==> config.mk <==
export PLATFORM = sky130hd
export DESIGN_NAME = sram_rw_ctrl
export DESIGN_NICKNAME = d
export VERILOG_FILES = /design/src/rtl/sram_rw_ctrl.sv
export SDC_FILE = /design/constraint.sdc
export NUM_CORES = 1
export LEC_CHECK = 0
export CAP_MARGIN = 0
export CORE_AREA = 2 2 244 246
export CTS_CLUSTER_DIAMETER = 40
export DETAILED_ROUTE_END_ITERATION = 8
export DIE_AREA = 0 0 246 248
export MAX_ROUTING_LAYER = met4
export RECOVER_POWER = 100
export SETUP_SLACK_MARGIN = 0.05
export SYNTH_ARGS = -nofsm -noshare
export SYNTH_HDL_FRONTEND = slang
export SYNTH_SLANG_ARGS = --single-unit
==> constraint.sdc <==
create_clock -name clock -period 2.51 [get_ports clock]
set_input_delay 0.502 -clock clock [delete_from_list [all_inputs] [get_ports clock]]
set_output_delay 0.502 -clock clock [all_outputs]
set_load 0.02 [all_outputs]
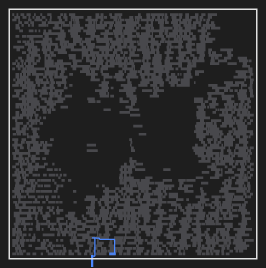
Figure 1: run 1, wires at chosen ports, followed through buffers.
Scale: 1 px per um.
- sram_en: blue (bits 1; direction output; edge south; end cells 1; buffers 1; wire 60.5 um)
PortBufs: 623
# IOs: 624

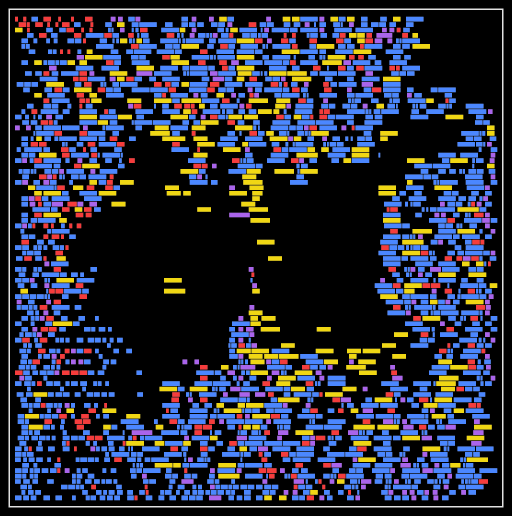
Figure 2: run 1, drive-strength map.
Scale: 2 px per um.
- _2 cells: red (cells 294; share 14%)
- _6 and larger: yellow (cells 243; share 11%)
- _0 and _1 cells: blue (cells 1381; share 65%)
- _3 and _4 cells: purple (cells 222; share 10%)
cell area after layout: 0.0272 sq mm
Final WS setup: -75.9 ps
Signal buffers: 778
P&R area growth vs syn: 71.9%

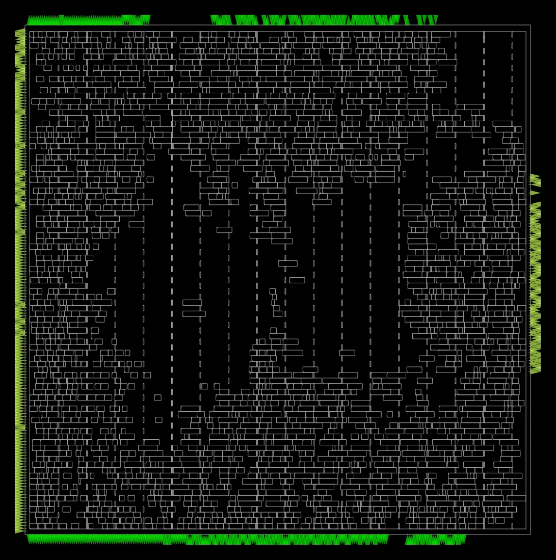
Figure 3: run 1, cell outlines without signal wires.
final non-filler cell total: 2926
sequential share of cell area: 28.5%
Final Util: 46.5%
Core Rows: 89

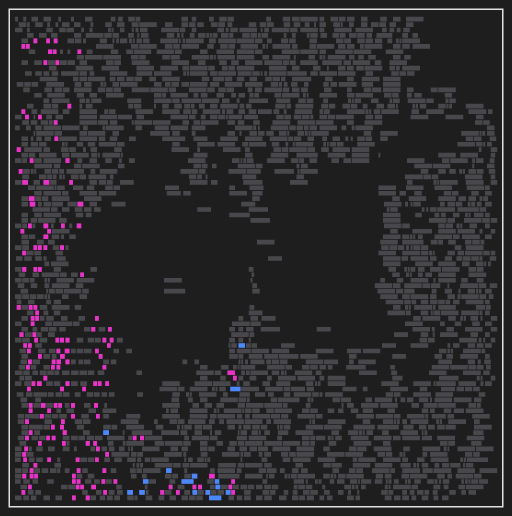
Figure 4: run 1, gate-type map.
Scale: 2 px per um.
- and/or cells: magenta (cells 153; most used and2_1; where a vertical strip on the left)
- non-inverting ao/oa cells: blue (cells 15; most used a22o_1)
logic share of the area: 29.4%
most numerous logic cell after layout: clkdlybuf4s50_1

==> results.sh <==
# yosys + openroad results
export IMPL_status="finished with violations"
export IMPL_violations="capacitance limit, slew limit, setup timing"
export IMPL_synthMuxAreaShare_pct=31.0
export IMPL_grt_max_degree=143
export IMPL_clkLatencyLatePin_ps=590
export IMPL_synth_largest_area_cell="dfrtp_1"
export IMPL_synth_most_common_cell="dfrtp_1"
export IMPL_power_switching_mw=9.89
export IMPL_fillers=5353
export IMPL_arrival_ps=2080
export IMPL_xor_share_pct=0.553
export IMPL_root_buffer="clkbuf_16"
export IMPL_topCellsByArea="dfrtp_1, mux2_1, mux2i_1, mux2_2, and2_1"
export IMPL_grtUsageMet2_pct=36.7
export IMPL_post_route_drc_count=0
export IMPL_power_leakage_nw=12.2
export IMPL_busiest_layer="met2"
export IMPL_chipArea_sq_mm=0.0610
export IMPL_fmaxAchievable_mhz=387
export IMPL_top_layer="met4"
export IMPL_hold_ws_ps=482
export IMPL_gr_usage_all_layers_pct=21.1
export IMPL_antenna_found_initial=14
export IMPL_clock_skew_ps=13.7
export IMPL_ff2ff_path_depth=7
export IMPL_drv_cap=2
export IMPL_clk_pin_slew_ps=50
export IMPL_clockPowerShare_pct=29.5
export IMPL_synth_area_per_cell_sq_um=11.7
export IMPL_hold_depth=1
export IMPL_met3WireLength_mm=3.56
export IMPL_ys_cells=1355
export IMPL_cts_tree="built"
export IMPL_die_width_um=246
export IMPL_fp_nets=1669
export IMPL_cts_htree_levels=2
export IMPL_crit_path_top_delay_cell="dfrtp_4"
export IMPL_drtPass1Iterations=4
export IMPL_synth_cells=1355
export IMPL_place_congestion=0.977
export IMPL_largestPowerGroup="combinational cells"
export IMPL_power_combinational_mw=13.9
export IMPL_power_switching_fraction_pct=35.9
export IMPL_ys_sh_adder_pct=0.158
export IMPL_vias=13600
export IMPL_die_h_um=248
export IMPL_worst_slack_ps=-75.9
export IMPL_rsz0062_at_grt="yes"
export IMPL_drt_met1_wl_mm=24.9
export IMPL_setup_viol=38
export IMPL_grt_overflow=0
export IMPL_totalWireLength_mm=68.1
export IMPL_slowest_delay_ps=560
export IMPL_crit_top_cell="clkbuf_16"
export IMPL_core_util_floorplan_pct=27.1
export IMPL_ys_sh_simple_pct=10.3
export IMPL_use_met3_pct=4.51
export IMPL_cp_cell_sequence="clkbuf_16, clkbuf_16, buf_6, mux2i_1, o21ai_1, buf_4"
export IMPL_crit_path_start_kind="register"
export IMPL_vdd_drop_max_mv=0.628
export IMPL_postSynthSeqShare_pct=48.9
export IMPL_async_flop_share_pct=100
export IMPL_finalPower_mw=27.5
export IMPL_critical_path_top_delay_family="buffers and inverters"
export IMPL_combPwrFrac_pct=50.7
export IMPL_clock_sinks=309
export IMPL_period_used_pct=103
export IMPL_powerClk_mw=8.13
export IMPL_top_logic_kind="multiplexers"
export IMPL_tns_ps=-1130
export IMPL_ant_nets=0
export IMPL_synth_area_sq_mm=0.0158
export IMPL_worstSetupEndpointType="output pin"
export IMPL_required_ps=2010
export IMPL_ctsHoldBuffers=0
export IMPL_regArea_sq_mm=0.00774
export IMPL_logic_area_sq_mm=0.00799
export IMPL_coreArea_sq_mm=0.0585
export IMPL_grt_pass1_wl_mm=91.7
export IMPL_largest_register_ffs=296
export IMPL_path_depth=6
export IMPL_fin_crit_ps=2590
export IMPL_hp_class="register to register"
export IMPL_dr_wl_met2_mm=35.0
export IMPL_layout_drive_gt1_share_pct=35.5
export IMPL_worstSetupPathType="register to output pin"
export IMPL_warning_count=34
export IMPL_slew_viol_final=270
export IMPL_cts_buffers=59
export IMPL_synthDistinctLibCells=36
export IMPL_enable_flop_cells=0
export IMPL_ys_chip_area_sq_mm=0.0158
export IMPL_clk_path_buf_depth=3
export IMPL_hold_viol_final=0
export IMPL_slew_headroom_pct=-25.9
export IMPL_grt_use_met1_pct=21.9
export IMPL_common_cells="dfrtp_1, mux2_1, nand2_1"
export IMPL_drt_iter0_drc=402
export IMPL_fin_nets=2406
export IMPL_hpwl_mm=48.4
export IMPL_p_per_area_mw_per_mm2=1010
export IMPL_p_seq_mw=5.45
export IMPL_critPathMaxFanout=7
export IMPL_vias_per_cell=4.66
export IMPL_grt_pass1_vias=13900
export IMPL_pwr_share_seq_pct=19.8
export IMPL_cp_num_buf_inv=4
export IMPL_yosysWarningCount=0
export IMPL_synthAoiAreaFrac_pct=5.57
export IMPL_wire_per_inst_um=23.3
export IMPL_ff_type="dfrtp_1"
export IMPL_ys_flops=309
export IMPL_worstMarginPinSlew_ps=1890
export IMPL_dp_slack_ps=-9.58
export IMPL_r2r_slack_ps=170
export IMPL_internal_power_mw=17.6
export IMPL_top_area_share_pct=48.9
[run 1: cells in the final DEF, fill, tap and decap left out, drive strengths merged, types with 2 or more instances in the layout]
master	n
bufinv	8
and2	148
ha	2
dlygate4sd2	61
or3	2
clkdlybuf4s15	45
a22o	7
clkinvlp	5
nand2b	2
buf	319
xor2	3
nor2b	3
nand3	2
o21ai	148
a21o	5
clkdlybuf4s50	311
xnor2	7
clkinv	20
dfrtp	309
clkbuf	108
nand4b	2
diode	13
mux2i	148
nand2	152
mux2	297
nor2	4
inv	10
[run 1: through the flow]
stage	area (sq um)	util, %	std cells
after CTS	26000	44.5	2864
after global placement	23500	40.1	2711
after global routing	27200	46.5	2924
final	27200	46.5	2926
after floorplan	15800	-	1355
after detailed placement	23500	40.1	2711
[run 1: cell families (layout without fill, tap and decap cells)]
logic type | count (synthesis) | after routing
mux | 445 | 445
simple gates | 321 | 321
flops | 309 | 309
compound gates | 165 | 165
buf+inv | 103 | 888
xor+xnor | 10 | 10
fa+ha+maj | 2 | 2
other cells | 0 | 13
[run 1: worst reg2reg max path, stage by stage, from the launching register on]
cell and delay, ps:
dfrtp_4 560, clkbuf_16 220, buf_12 160, buf_6 140
o31ai_4 340, buf_12 240, buf_12 220, mux2_1 350
[run 1: timing repair]
item                                    4_1_cts  5_1_grt
pin swaps                                     7       36
buffers inserted                             32       33
gates cloned                                 12       24
endpoints found under the setup margin      287      196
resized                                    1338      269
[run 1: layout make-up]
type,instances,share of cell area [%]
Clock buffer,67,5.73
Sequential cell,309,28.5
Clock inverter,42,1.87
Inverter,1,0.0138
Antenna cell,13,0.120
Timing Repair Buffer,778,30.9
Tap cell,773,3.56
Multi-Input combinational cell,943,29.4
